### Track usage over the die

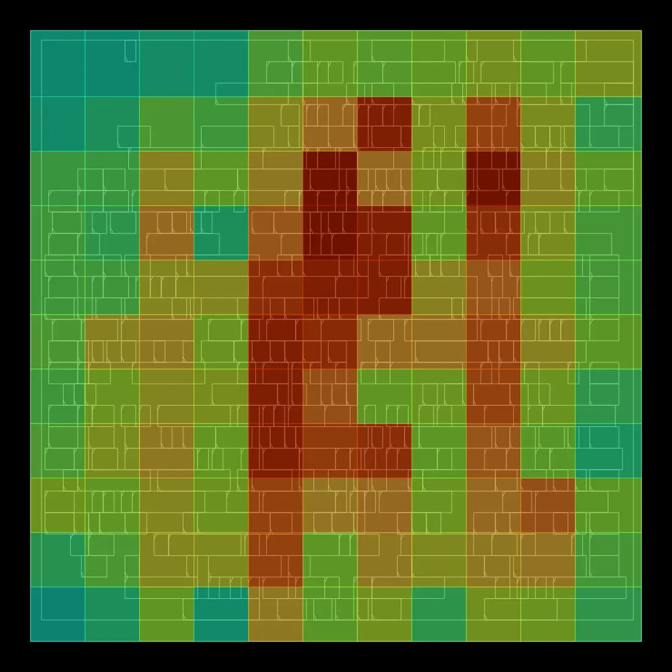
### Metal 1

Scale: 4 px per um. Supply wires on this layer in grey.
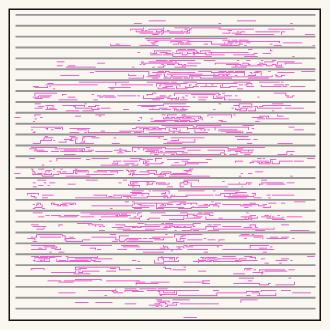
### Selected gate families

Scale: 6 px per um.
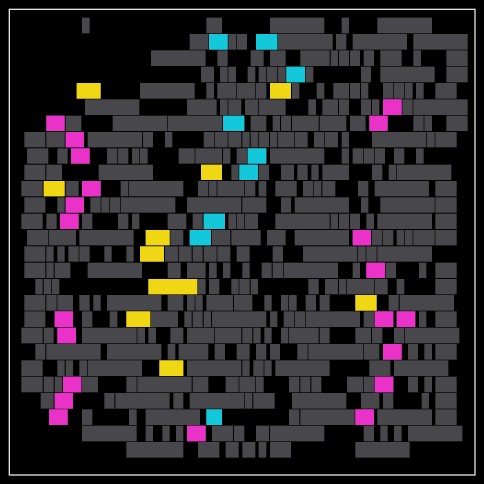
### Close-up of the layout

Region (24, 39) to (54, 69) um. Cells in grey, sequential cells in the stronger grey; small squares are vias.
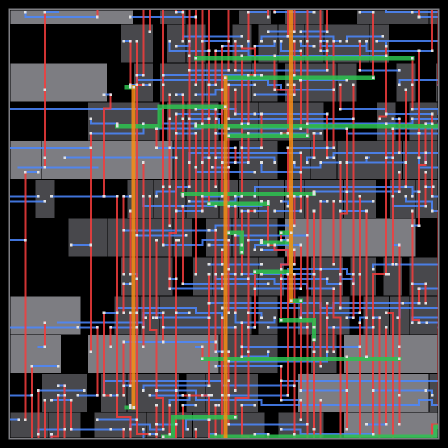
===== src/rtl/fixed_exp_range_reduce.sv =====
// fixed_exp_range_reduce
// Splits a signed Q7.7 argument x into x = k*ln2 + f (0 <= f < ln2) using a
// restoring divider that retires one quotient bit per clock.
// k feeds the power-of-two scaling stage; f is the unsigned Q3.7 residue for
// the exponential core.
// Optional build macro: FIXED_EXP_RR_RANGE_FLAG_EN builds the ovf/unf range
// comparators. When it is left undefined, ovf and unf are tied to zero.
module fixed_exp_range_reduce #(
  parameter logic [6:0] LN2_Q7 = 7'd89,
  parameter int         XW     = 14
) (
  input  logic          clk,
  input  logic          rst,
  input  logic          in_valid,
  output logic          in_ready,
  input  logic [XW-1:0] x_in,
  output logic          out_valid,
  input  logic          out_ready,
  output logic [7:0]    k_out,
  output logic [9:0]    f_out,
  output logic          ovf,
  output logic          unf
);

  localparam int CW = $clog2(XW);

  typedef enum logic [1:0] {
    IDLE = 2'd0,
    DIV  = 2'd1,
    FIX  = 2'd2,
    DONE = 2'd3
  } state_t;

  state_t          state_r;
  state_t          state_s;

  logic            sign_r;
  logic [XW-1:0]   dividend_r;
  logic [7:0]      rem_r;
  logic [XW-1:0]   quot_r;
  logic [CW-1:0]   cnt_r;

  logic            in_ready_r;
  logic            out_valid_r;
  logic [7:0]      k_out_r;
  logic [9:0]      f_out_r;
  logic            ovf_r;
  logic            unf_r;

  // combinational helpers
  logic [XW-1:0]   abs_x_s;
  logic [8:0]      rem_shift_s;
  logic            rem_ge_s;
  logic [7:0]      rem_step_s;
  logic signed [XW:0] k_full_s;
  logic [9:0]      f_fix_s;
  logic            ovf_s;
  logic            unf_s;

  // Magnitude of the input; the most negative code maps to 2^(XW-1) unsigned.
  always_comb begin
    abs_x_s = x_in;
    if (x_in[XW-1]) begin
      abs_x_s = (~x_in) + {{(XW-1){1'b0}}, 1'b1};
    end else begin
      abs_x_s = x_in;
    end
  end

  // One restoring-division trial: shift in the next dividend bit, subtract ln2 if it fits.
  always_comb begin
    rem_shift_s = {rem_r, dividend_r[cnt_r]};
    rem_ge_s    = (rem_shift_s >= {2'b00, LN2_Q7});
    rem_step_s  = 8'(rem_shift_s);
    if (rem_ge_s) begin
      rem_step_s = 8'(rem_shift_s - {2'b00, LN2_Q7});
    end else begin
      rem_step_s = 8'(rem_shift_s);
    end
  end

  // Sign fix-up: a negative argument with nonzero remainder borrows one ln2
  // so the residue stays in [0, ln2).
  always_comb begin
    k_full_s = $signed({1'b0, quot_r});
    f_fix_s  = {2'b00, rem_r};
    if (!sign_r) begin
      k_full_s = $signed({1'b0, quot_r});
      f_fix_s  = {2'b00, rem_r};
    end else if (rem_r == 8'd0) begin
      k_full_s = -$signed({1'b0, quot_r});
      f_fix_s  = 10'd0;
    end else begin
      // ~q in two's complement equals -q-1
      k_full_s = $signed(~{1'b0, quot_r});
      f_fix_s  = {3'b000, LN2_Q7} - {2'b00, rem_r};
    end
  end

`ifdef FIXED_EXP_RR_RANGE_FLAG_EN
  localparam logic signed [XW:0] K_OVF = (XW+1)'(4);
  localparam logic signed [XW:0] K_UNF = -((XW+1)'(5));

  // Range flags: core output times 2^k leaves the Q5.5 range.
  always_comb begin
    ovf_s = (k_full_s > K_OVF);
    unf_s = (k_full_s < K_UNF);
  end
`else
  // Range comparators are not built in this configuration.
  always_comb begin
    ovf_s = 1'b0;
    unf_s = 1'b0;
  end
`endif

  // Next-state logic for the IDLE -> DIV -> FIX -> DONE sequence.
  always_comb begin
    state_s = state_r;
    case (state_r)
      IDLE: begin
        if (in_valid) begin
          state_s = DIV;
        end else begin
          state_s = IDLE;
        end
      end
      DIV: begin
        if (cnt_r == {CW{1'b0}}) begin
          state_s = FIX;
        end else begin
          state_s = DIV;
        end
      end
      FIX: begin
        state_s = DONE;
      end
      DONE: begin
        if (out_ready) begin
          state_s = IDLE;
        end else begin
          state_s = DONE;
        end
      end
      default: begin
        state_s = IDLE;
      end
    endcase
  end

  // State register; in_ready is registered so it tracks IDLE exactly.
  always_ff @(posedge clk or posedge rst) begin
    if (rst) begin
      state_r    <= IDLE;
      in_ready_r <= 1'b1;
    end else begin
      state_r    <= state_s;
      in_ready_r <= (state_s == IDLE);
    end
  end

  // Divider datapath and registered result outputs.
  always_ff @(posedge clk or posedge rst) begin
    if (rst) begin
      sign_r      <= 1'b0;
      dividend_r  <= {XW{1'b0}};
      rem_r       <= 8'd0;
      quot_r      <= {XW{1'b0}};
      cnt_r       <= {CW{1'b0}};
      out_valid_r <= 1'b0;
      k_out_r     <= 8'd0;
      f_out_r     <= 10'd0;
      ovf_r       <= 1'b0;
      unf_r       <= 1'b0;
    end else begin
      case (state_r)
        IDLE: begin
          if (in_valid) begin
            sign_r     <= x_in[XW-1];
            dividend_r <= abs_x_s;
            rem_r      <= 8'd0;
            quot_r     <= {XW{1'b0}};
            cnt_r      <= CW'(XW - 1);
          end else begin
            cnt_r      <= cnt_r;
          end
        end
        DIV: begin
          rem_r         <= rem_step_s;
          quot_r[cnt_r] <= rem_ge_s;
          if (cnt_r != {CW{1'b0}}) begin
            cnt_r <= cnt_r - {{(CW-1){1'b0}}, 1'b1};
          end else begin
            cnt_r <= cnt_r;
          end
        end
        FIX: begin
          // |q| never exceeds 93, so the low byte carries the full signed k.
          k_out_r     <= 8'(k_full_s);
          f_out_r     <= f_fix_s;
          ovf_r       <= ovf_s;
          unf_r       <= unf_s;
          out_valid_r <= 1'b1;
        end
        DONE: begin
          if (out_ready) begin
            out_valid_r <= 1'b0;
          end else begin
            out_valid_r <= 1'b1;
          end
        end
        default: begin
          out_valid_r <= 1'b0;
        end
      endcase
    end
  end

  assign in_ready  = in_ready_r;
  assign out_valid = out_valid_r;
  assign k_out     = k_out_r;
  assign f_out     = f_out_r;
  assign ovf       = ovf_r;
  assign unf       = unf_r;

endmodule


===== config.mk =====
export PLATFORM = sky130hd
export DESIGN_NAME = fixed_exp_range_reduce
export DESIGN_NICKNAME = d
export VERILOG_FILES = /design/src/rtl/fixed_exp_range_reduce.sv
export SDC_FILE = /design/constraint.sdc
export NUM_CORES = 1
export LEC_CHECK = 0
export CORE_UTILIZATION = 58
export CTS_BUF_LIST = sky130_fd_sc_hd__clkbuf_4 sky130_fd_sc_hd__clkbuf_8
export CTS_CLUSTER_SIZE = 14
export DETAILED_ROUTE_END_ITERATION = 12
export PLACE_DENSITY = 0.84
export SYNTH_ARGS = -nofsm -noshare
export SYNTH_HDL_FRONTEND = slang
export SYNTH_SLANG_ARGS = --single-unit

===== constraint.sdc =====
create_clock -name clk -period 3.9 [get_ports clk]
set_input_delay 0.78 -clock clk [delete_from_list [all_inputs] [get_ports clk]]
set_output_delay 0.78 -clock clk [all_outputs]
set_load 0.01 [all_outputs]

==> Slide: Implementation Results <==
Run Summary

Outcome
  • Status: finished, final reports clean

Synthesis
  • Async set or reset register ratio after synthesis: 100.0%
  • AO/OA Area Share: a little under a fifth
  • Top cells by count: 66 x nand2_1, 55 x dfrtp_1, 52 x o21ai_0
  • Post-synth regs: around 56
  • Area leader, netlist: dfrtp_1
  • Mean Syn Cell Area: 8.605 um^2
  • Simple-Gate Fraction of Synth Area: about a fifth
  • Yosys Instances: 383
  • Synth unique cells: approximately 59
  • Top comb family, area: simple AND/OR/NAND/NOR gates
  • Synthesis Warnings: 0
  • Prevailing post-synth register cell: dfrtp_1
  • Yosys stat area: between 0.003 and 0.004 mm^2
  • Post-Syn Instances: 383
  • Top-count cell post-synth: nand2_1
  • Synthesized area: 0.003296 mm^2
  • Post-synthesis sequential area ratio: between 40% and 50%
  • Yosys xor share: ~5.6%
  • MUX share of area: between 3 and 4%

Power and ir drop
  • Net Sw Frac: 43.74%
  • Max IR drop VDD: 0.0003450 V
  • NetSw: roughly 1200 uW
  • Static Leakage: 0.001625 uW
  • Cell Int Power: 1590 uW

Timing
  • Clock Skew: 10.02 ps
  • Post-Route Setup TNS: 0 ps
  • Final Max-Slew Violation Tally: 0
  • Final Hold Fails: 0
  • Least-Margin Pin Slew: between 1000 and 1500 ps
  • Post-route minimum period: 3347 ps

Critical path
  • Worst setup EP type: flip-flop
  • Slowest-stage cell, CP: a311oi_1
  • Crit path max-delay family: AND-OR/OR-AND gates
  • Crit path kind: flip-flop to flip-flop
  • CP Buf/Inv Count: 2
  • Worst setup SP type: flip-flop
  • R2R Path Start: cnt_r[1]
  • Crit path cell chain: inv_1 > a2111oi_0 > nor3_1 > o22ai_1 > inv_1 > ha_1 > a311oi_1 > and2_1 > nor3_1 > a22o_1 > a31o_2
  • Crit-path max cell delay: 570 ps

Clock network
  • Clock slew at reported path FFs: about 100 ps
  • Inserted Clock Buffers: 5
  • Post-CTS sizing: 0
  • CTS Root Buffer Type: clkbuf_8
  • Postcts setup bufs: 0
  • TritonCTS Sinks: between 50 and 60
  • CTS H-tree depth: 2

Route
  • Avg Vias per Cell: between 5 and 6
  • Post-DRT Antenna Nets: 0
  • Via count: about 2700
  • WL per Instance: approximately 14 um
  • Iteration count of the initial detailed-routing pass: 4
  • WL final: between 6 and 7 mm
  • 1st-iter DRT viols: approximately 140

Floorplanning
  • Die ar.: around 0.006 mm^2
  • Die Wd: 77.38 um
  • Die H: 77.38 um
  • Floorplan core density: 59.85%
  • Total core area: between 0.005 and 0.006 mm^2

Final layout
  • Diodes inserted: 0
  • Syn-to-layout area delta: 13.93%
  • Finished Cell Area: between 0.003 and 0.004 mm^2
  • Nets: approximately 440

Global route
  • Largest net degree at the start of global routing: 57
  • GR Overflow Total: 0
  • Vias in the first global route: ~2600

Worst hold path
  • Hold WC Path Type: flip-flop to flip-flop
  • Hold path startpoint: dividend_r[7]
  • Hold Path Stages: 2

Flow run
  • Max_cap viols: 0
  • Tool warnings: 32

Placed design
  • Placer congestion estimate: about 0.9
About 'Track usage over the die':
GRT met1 Usage: 28.01%
met3 Track Usage GR: 3.294%
grt met2 use: 42.57%

About 'Metal 1':
The layer holds 43% of the routed length. The longest straight run is 15.2 um. The layer carries 2770 um of wire. 380 nets have wire on it.

About 'Selected gate families':
multiplexers: drawn in yellow, cells 10, most used mux2i_1. AND-OR and OR-AND gates: drawn in cyan, cells 9, most used a32o_1. XOR/XNOR gates: drawn in magenta, cells 21, most used xor2_1, where spread over the die.
logic share of the area: 46.12%
final non-filler cell total: 479
Top cell excl fill/tap: nand2_1

About 'Close-up of the layout':
met2: drawn in red. met4: drawn in orange. met3: drawn in green. met1: drawn in blue.
Sequential cells in the window: 8. 84 logic cells have their middle in the window. Netlist names of flops here include `rem_r` (5), `dividend_r` (2). Most frequent: nand2_1 (10), nor2_1 (8), dfrtp_1 (8).

[layout make-up]
cell class	count	area, um^2
fill	452	1752
multi-input combinational	288	1732
sequential	56	1403
timing repair buffer	39	385.4
tap	72	90.09
clock buffer	5	68.82
inverter	17	63.81
clock inverter	2	12.51
[stage by stage]
stage	hold slack, ps	cells	setup WS (ps)	power (uW)
finish	487.0	479	552.8	2826
CTS	488.9	479	620.9	2826
detailed placement	468.6	472	644.3	2518
global route	515.4	479	173.3	3086
floorplan	441.8	384	934.3	2072
global placement	460.2	472	775.3	2462
[registers in the layout, summed over array words and instances (netlist names)]
name        cells
cnt_r           4
sign_r          1
state_r         2
in_ready        1
quot_r          8
f_out           9
k_out           8
rem_r           8
out_valid       1
dividend_r     14
[path summary, 6_finish.rpt]
kind                                   to  slack, ps
max                              rem_r[3]        550
min                         dividend_r[7]        490
max reg2reg                      rem_r[3]        550
min reg2reg                 dividend_r[7]        490
max in group asynchronous  dividend_r[12]       2150
min in group asynchronous        k_out[5]       1070
[per-layer routing]
layer  vias to the layer above  wire length (um)  GRT usage (%)
met5                         -                 0              0
met4                         0               143          10.00
met3                        14               253          3.294
met2                        71              3330          42.57
met1                      1270              2771          28.01
li1                       1390                 -              -
[cell families after synthesis]
logic type	after synthesis
other cells	1
fa+ha+maj	11
flops	56
simple gates	142
mux	10
xor+xnor	21
compound gates	102
buf+inv	40
[power groups by stage]
stage | clock, uW | sequential (uW) | combinational (uW)
floorplan | 0 | 1010 | 1060
global placement | 0 | 1080 | 1380
detailed placement | 0 | 1090 | 1430
CTS | 312 | 1080 | 1440
global route | 331 | 1120 | 1640
finish | 307 | 1080 | 1440
[worst reg2reg max path: cells and delay by family, from the launching register on]
| kind | cells | cell delay, ps |
|---|---|---|
| compound gates | 5 | 1810 |
| flops | 1 | 530 |
| simple gates | 3 | 480 |
| buf+inv | 2 | 240 |
| fa+ha+maj | 1 | 210 |
[layout by cell type, fill, tap and decap left out, types with 7 or more instances in the layout]
cell	n
dfrtp_1	55
o31ai_1	7
nor2_1	19
ha_1	11
nand2_1	66
nand3_1	16
inv_1	16
a21oi_1	11
o21ai_0	52
clkdlybuf4s50_1	37
xor2_1	16
nor3_1	12
Power is estimated from default activity; no workload was simulated.
